Run 1, sequential cells grouped by signal name:
(4 px per um) Other sequential cells in the stronger grey, the rest of the logic in the fainter grey.
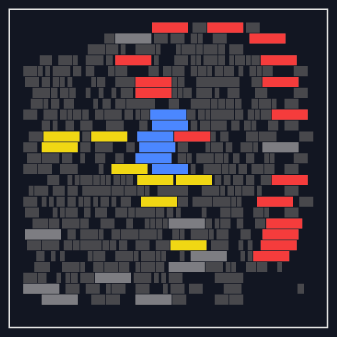
Run 1, met3 routing:
(6 px per um)
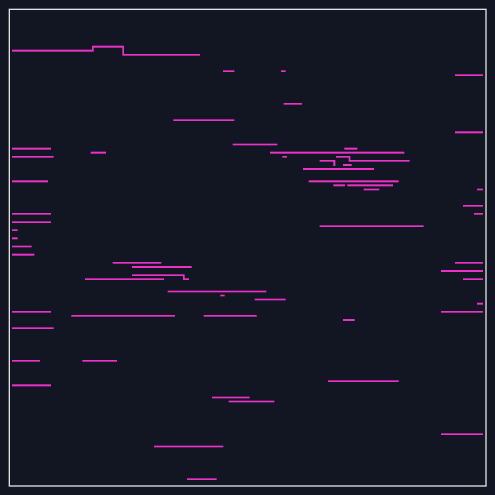
Run 1, routed metal per tile:
(4 px per um) The die is cut into 16 by 16 equal tiles; black is low, pale yellow is high, scaled to the fullest tile. Values are wire area over tile area, all layers added.
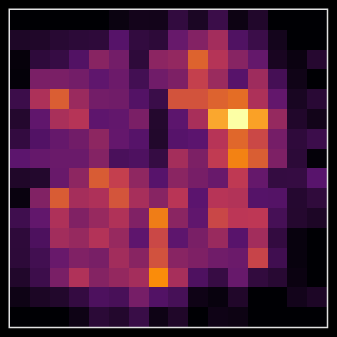
==> config.mk <==
export PLATFORM = sky130hd
export DESIGN_NAME = score_engine_flat
export DESIGN_NICKNAME = d
export VERILOG_FILES = /design/src/rtl/score_engine_if.sv /design/src/rtl/score_engine.sv /design/src/flat_wrapper.sv
export SDC_FILE = /design/constraint.sdc
export NUM_CORES = 1
export LEC_CHECK = 0
export ABC_AREA = 0
export CAP_MARGIN = 20
export CORE_MARGIN = 3
export CORE_UTILIZATION = 54
export DETAILED_ROUTE_END_ITERATION = 10
export HOLD_SLACK_MARGIN = 0.08
export PLACE_DENSITY = 0.8
export SYNTH_ARGS = -nofsm -noshare
export SYNTH_HDL_FRONTEND = slang
export SYNTH_SLANG_ARGS = --single-unit
==> constraint.sdc <==
create_clock -name clk -period 4.35 [get_ports clk]
set_input_delay 0.87 -clock clk [delete_from_list [all_inputs] [get_ports clk]]
set_output_delay 0.87 -clock clk [all_outputs]
set_load 0.02 [all_outputs]
==> results_dict.tcl, run 1 <==
# yosys + openroad results
set metrics [dict create \
    flop_cell "dfrtp_1" \
    grt_max_degree 41 \
    initCoreUtil 0.563 \
    drtIter0Drc 126 \
    place.gp.congestion 0.897 \
    rsz0062_at_grt "false" \
    async_flop_share 1.00 \
    hold_depth 2 \
    worstHoldPathType "flip-flop to flip-flop" \
    synthCells 334 \
    ir_drop_uv 146 \
    synth_flops 40 \
    cpMostUsedCell "ha_1" \
    yosys.area.top_type "dfrtp_1" \
    port_buffers 45 \
    met2_usage 0.415 \
    dpl.hpwl_um 5360 \
    arrival_ns 4.30 \
    edf_count 0 \
    die_w_um 79.2 \
    syn_avg_cell_area_um2 8.66 \
    netlist_top_cells_count "40 x dfrtp_1, 35 x nand2_1, 31 x nor2_1, 27 x inv_1, 25 x ha_1" \
    power_density_nw_per_um2 292 \
    busiest_layer "met2" \
    clk_path_buf_depth 2 \
    die_area_um2 6270 \
    syn_nets 369 \
    drt-pass1-iter-count 5 \
    setup.worst_path.start_class "input port" \
    cp-end-kind "flip-flop" \
    layout-drive-gt1-share 0.0682 \
    ys_cells 334 \
    worstPathRequired_ns 4.57 \
    synth.yosys.seq_area_share 0.346 \
    worst_pin_slew_ns 0.881 \
    rows 26 \
    max_freq_ghz 0.245 \
    switching_share 0.326 \
    cts_root_buf "clkbuf_8" \
    gr-usage-met1 0.292 \
    cts_made_buffers 5 \
    rrSetupSlack_ns 0.80 \
    synth-area-yosys_um2 2890 \
    r2r_cells 16 \
    cpLargestDelayFamily "adder cells" \
    io-pin-count 46 \
    area_growth_syn_to_layout_pct 22.7 \
    path_buffers 3 \
    core_area_um2 5140 \
    cts_hold_buf 0 \
    synth_area_um2 2890 \
    htree_levels 2 \
    clock_skew_ns 0.00978 \
    grt_pass1_vias 2507 \
    fin_crit_sh 0.938 \
    clk_latency_ns 0.29 \
    route.detailed.drc 0 \
    dp_cells 443 \
    leakagePower_nw 1.55 \
    most_common_cell "dfrtp_1" \
    seq_power_share 0.418 \
    relSlewSlack 0.412 \
    crit_slowest_cell "clkdlybuf4s50_1" \
    netSwitchingPower_mw 0.339 \
    clk_pin_slew_ns 0.08 \
    grt_pass1_wl_um 11800 \
    logic_area_um2 1750 \
    cts.sinks 40 \
    diodes 0 \
    ant_nets 0 \
    critPathMaxStageDelay_ns 0.40 \
    whs_ns 0.523 \
    yosysWarnings 0 \
    ys_types 45 \
    cts_tree "built" \
    p_int_mw 0.699 \
    power_frac_clock 0.291 \
    final_max_slew_viol_count 0 \
    ys_top_cells_by_area "dfrtp_1 35%, ha_1 11%, nand2_1 4.5%" \
    dieHeight_um 79.2 \
    critPathKind "input port to flip-flop" \
    vias_per_cell 5.76 \
    design.final.nets 415 \
    crit_chain "clkdlybuf4s50_1, ha_1, ha_1, inv_1, fa_1, nor2_1, nand3_1, a21oi_2, ha_1, nor2b_1, o21a_1, o21ai_1, a21oi_1, o221ai_2, buf_4, mux2i_1" \
    fin_crit_ns 4.08 \
    antenna_found_initial 0 \
    nFillCells 457 \
    yosysTopAreaCellShare 0.346 \
    overflow 0 \
    worstSetupPathDepth 16 \
    status "complete, no violations" \
    warnings 27 \
    fin_cells 451 \
    setup_viol 0 \
    cp_max_fo 6 \
    hold_viol_final 0 \
    max_cap_viol_count 0 \
    largest_register_ff_count 16 \
    p_comb_frac 0.291 \
]
Notes on 'sequential cells grouped by signal name' above:
Yellow shows u_core.bus.combo, flops 8. Blue shows u_core.add_r, flops 6, where middle. Red shows u_core.bus.score, flops 16.
Layout Utilization: 0.691
Seq group: 0.434 mW
register area: 1000 um^2
flop share of the area: 0.282

Notes on 'met3 routing' above:
The wires run mostly horizontal. 50 nets have wire on it. The layer carries 391 um of wire. The longest straight run is 22.1 um.
final wirelength: 6950 um
grt met3 use: 0.0420
DR vias: 2600

Notes on 'routed metal per tile' above:
The emptiest ninth of the die: bottom right. The mean over all tiles is 0.18. The fullest tile reaches 0.69.
Routed WL per cell: 15.4 um
Global Route Usage Sum: 0.234

==> run 1: cell type report <==
class	instances	area share
Clock buffer	6	0.0204
Clock inverter	2	0.00987
Inverter	28	0.0296
Multi-Input combinational cell	253	0.493
Sequential cell	40	0.282
Tap cell	70	0.0247
Timing Repair Buffer	52	0.140
==> run 1: stage by stage <==
step	util	setup TNS, ns	total power [mW]	cell area, um^2	worst slack [ns]
3_5_place_dp	0.666	-0.257	0.741	3420	-0.0686
5_1_grt	0.691	0	1.10	3550	0.0362
2_1_floorplan	-	0	0.626	2890	0.314
4_1_cts	0.688	0	1.04	3530	0.214
3_3_place_gp	0.666	0	0.730	3420	0.123
6_report	0.691	0	1.04	3550	0.270
==> run 1: worst reg2reg max path: stages, from the launching register on <==
cell     delay [ns]
dfrtp_1        0.49
nor4_4         0.41
nand2_1        0.17
inv_1          0.12
a21oi_1        0.05
ha_1           0.31
a21oi_1        0.06
nor4_1         0.44
and2_1         0.20
ha_1           0.16
inv_1          0.05
fa_1           0.40
inv_1          0.07
a21o_1         0.10
a21oi_1        0.07
xor2_1         0.17
and2_1         0.16
==> run 1: what timing repair did <==
action / 4_1_cts / 5_1_grt
resized: 1 / 3
endpoints found under the setup margin: 1 / 5
setup buffers: 0 / 0
==> run 1: placed cells by master (no fill, tap or decap), drive strengths merged, types with 4 or more instances in the layout <==
master | synthesis | final
buf | 5 | 8
nor2 | 31 | 31
o21ai | 17 | 17
nand2 | 35 | 35
xor2 | 5 | 5
a211oi | 15 | 15
inv | 28 | 28
and3 | 4 | 4
and2 | 11 | 11
ha | 25 | 25
nor2b | 7 | 7
dfrtp | 40 | 40
a21oi | 15 | 15
nor4 | 5 | 5
nand2b | 7 | 7
clkbuf | 8 | 6
clkdlybuf4s50 | 0 | 44
nand3 | 5 | 5
nand4 | 7 | 7
xnor2 | 12 | 12
nor3 | 12 | 12
a21o | 4 | 4
mux2i | 10 | 10
==> run 1: per-layer routing <==
layer | share of wire | vias up
met5 | 0 | -
met4 | 0.015 | 0
met3 | 0.056 | 13
met2 | 0.51 | 87
met1 | 0.42 | 1244
li1 | - | 1256
==> run 1: power by group through the flow <==
stage	sequential, mW	combinational (mW)	clock [mW]
after detailed placement	0.440	0.301	0
after global placement	0.438	0.292	0
after floorplan	0.461	0.165	0
after CTS	0.433	0.302	0.308
final	0.434	0.302	0.303
after global routing	0.438	0.332	0.326
==> run 1: cells by family (layout without fill, tap and decap cells) <==
logic type / after synthesis / count (layout) / synth area share
and+or+nand+nor: 128 / 128 / 0.215
AOI/OAI and AO/OA: 68 / 68 / 0.160
buffers and inverters: 41 / 88 / 0.0566
DFF: 40 / 40 / 0.346
adders and majority gates: 28 / 28 / 0.129
xor gates and xnor gates: 17 / 17 / 0.0514
muxes: 12 / 12 / 0.0424
==> run 2: changes to the inputs <==
--- a/config.mk
+++ b/config.mk
@@ -10,7 +10,7 @@
 export CORE_MARGIN = 3
 export CORE_UTILIZATION = 54
 export DETAILED_ROUTE_END_ITERATION = 10
-export HOLD_SLACK_MARGIN = 0.08
+export HOLD_SLACK_MARGIN = 0.12
 export PLACE_DENSITY = 0.8
 export SYNTH_ARGS = -nofsm -noshare
 export SYNTH_HDL_FRONTEND = slang
==> constraint.sdc (replaced) <==
create_clock -name clk -period 4.3 [get_ports clk]
set_input_delay 0.86 -clock clk [delete_from_list [all_inputs] [get_ports clk]]
set_output_delay 0.86 -clock clk [all_outputs]
set_load 0.02 [all_outputs]
Run 2, clock wiring as the flow saved it:
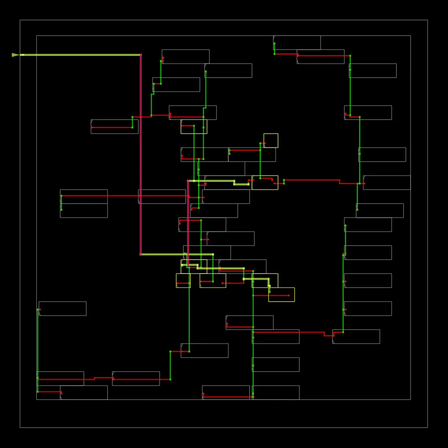
CLK BUF: 6
clk sink count: 40
CTS Buf Count: 5
Clk power: 0.267 mW
clk latency late pin: 0.29 ns

Run 2, routed metal per tile:
(4 px per um) The die is cut into 16 by 16 equal tiles; black is low, pale yellow is high, scaled to the fullest tile. Values are wire area over tile area, all layers added.
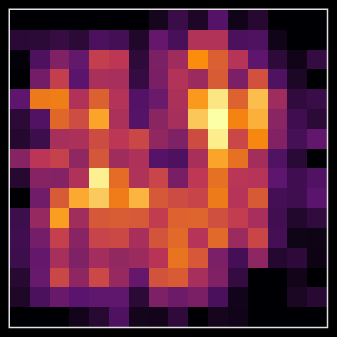
26% of the tiles are over half the peak. The densest ninth of the die: middle. The mean over all tiles is 0.17. 12% of the tiles are nearly empty.
Routed WL per cell: 14.9 um
final wirelength: 6740 um
DR vias: 2534
Global Route Usage Sum: 0.238

==> run 2 against run 1 <==
  * Core utilization fell by 0.63 points
  * First-iteration DRC count fell by 10%
  * Final cell count did not move
  * Synthesized cell count did not move
  * Sequential power barely moved
  * Sequential share of layout area rose by 0.26 points
  * Wire length fell by 3.0%
  * Highest routed layer unchanged
==> results_dict.tcl, run 2 <==
# yosys + openroad results
set metrics [dict create \
    place.gp.congestion 0.910 \
    grt_max_degree 41 \
    die_w_um 79.2 \
    synthCells 334 \
    critPathMaxStageDelay_ns 0.40 \
    drt-pass1-iter-count 5 \
    netlist_top_cells_count "40 x dfrtp_1, 35 x nand2_1, 31 x nor2_1, 27 x inv_1, 25 x ha_1" \
    setup.worst_path.start_class "input port" \
    hold_viol_final 0 \
    arrival_ns 4.30 \
    placed_cell_area_um2 3420 \
    finalSetupTns_ns 0 \
    layout_setup_ws_ns 0.207 \
    dpl.hpwl_um 5200 \
    synth_flops 40 \
    final_common_cell "clkdlybuf4s50_1" \
    max_freq_ghz 0.244 \
    cts_resized 0 \
    synth_area_um2 2890 \
    layout-drive-gt1-share 0.0630 \
    synth-area-yosys_um2 2890 \
    worstPathRequired_ns 4.51 \
    worstHoldPathType "flip-flop to flip-flop" \
    die_area_um2 6270 \
    antenna_found_initial 0 \
    critPathKind "input port to flip-flop" \
    async_flop_share 1.00 \
    ys_top_cells_by_area "dfrtp_1 35%, ha_1 11%, nand2_1 4.5%" \
    vias_per_cell 5.62 \
    busiest_layer "met2" \
    layout_top_cells "44 x clkdlybuf4s50_1, 40 x dfrtp_1, 35 x nand2_1" \
    power_density_nw_per_um2 286 \
    use_met3 0.0420 \
    core_area_um2 5140 \
    yosysWarnings 0 \
    dpl_worst_slack_ns -0.0247 \
    max_cap_viol_count 0 \
    worst_pin_slew_ns 0.885 \
    ys_cells 334 \
    area_growth_syn_to_layout_pct 21.6 \
    cts_root_buf "clkbuf_8" \
    htree_levels 2 \
    cts_hold_buf 0 \
    cp-end-kind "flip-flop" \
    fin_crit_sh 0.952 \
    crit_slowest_cell "clkdlybuf4s50_1" \
    syn_nets 369 \
    clk_path_buf_depth 2 \
    initCoreUtil 0.563 \
    io-pin-count 46 \
    diodes 0 \
    overflow 0 \
    grt_pass1_vias 2561 \
    syn_avg_cell_area_um2 8.66 \
    ir_drop_uv 155 \
    fin_cells 451 \
    rsz0062_at_grt "false" \
    gr-usage-met1 0.299 \
    drtIter0Drc 113 \
    met2_usage 0.413 \
    dp_cells 443 \
    cp_max_fo 6 \
    rows 26 \
    design.final.nets 415 \
    ys_types 45 \
    route.detailed.drc 0 \
    fin_crit_ns 4.09 \
    flop_cell "dfrtp_1" \
    yosys.area.top_type "dfrtp_1" \
    edf_count 0 \
    cts_tree "built" \
    status "complete, no violations" \
    fin_area_um2 3520 \
    relSlewSlack 0.410 \
    warnings 27 \
]
==> run 2: area by class of cell <==
type                       instances  area (um^2)
fill                             435         1620
sequential                        40         1000
multi-input combinational        253         1730
tap                               70         87.6
clock buffer                       6         82.6
clock inverter                     2         15.0
inverter                          28          105
timing repair buffer              52          498
==> run 2: kinds of logic (layout without fill, tap and decap cells) <==
kind of cell	Yosys count	in the layout	synth area share
buffers and inverters	41	88	0.0566
multiplexers	12	12	0.0424
AND-OR/OR-AND	68	68	0.160
AND/OR/NAND/NOR	128	128	0.215
flip-flops	40	40	0.346
XOR/XNOR	17	17	0.0514
adder cells (fa/ha/maj)	28	28	0.129
==> run 2: report_power, final <==
part,switching (mW),internal [mW],total (mW)
clock network,0.137,0.130,0.267
logic,0.169,0.133,0.302
registers,0.0345,0.402,0.436
==> run 2: metrics by stage <==
stage	power [mW]	hold slack, ns	utilization
final	1.00	0.529	0.685
after global routing	1.07	0.575	0.685
after CTS	1.02	0.530	0.685
after detailed placement	0.747	0.512	0.666
after global placement	0.740	0.496	0.666
after floorplan	0.633	0.564	-
==> run 2: metal layers <==
| metal | part of all wire | vias to the layer above |
|---|---|---|
| li1 | - | 1259 |
| met1 | 0.43 | 1201 |
| met2 | 0.51 | 66 |
| met3 | 0.044 | 8 |
| met4 | 0.013 | 0 |
| met5 | 0 | - |
==> run 2: worst max-delay path: cells and delay by family <==
kind / cells / cell delay (ns)
AND-OR/OR-AND: 4 / 0.88
adder cells (fa/ha/maj): 4 / 1.18
buffers and inverters: 3 / 0.68
multiplexers: 1 / 0.23
AND/OR/NAND/NOR: 3 / 0.46
No activity file was given, so power comes from the tool's default toggle rates.
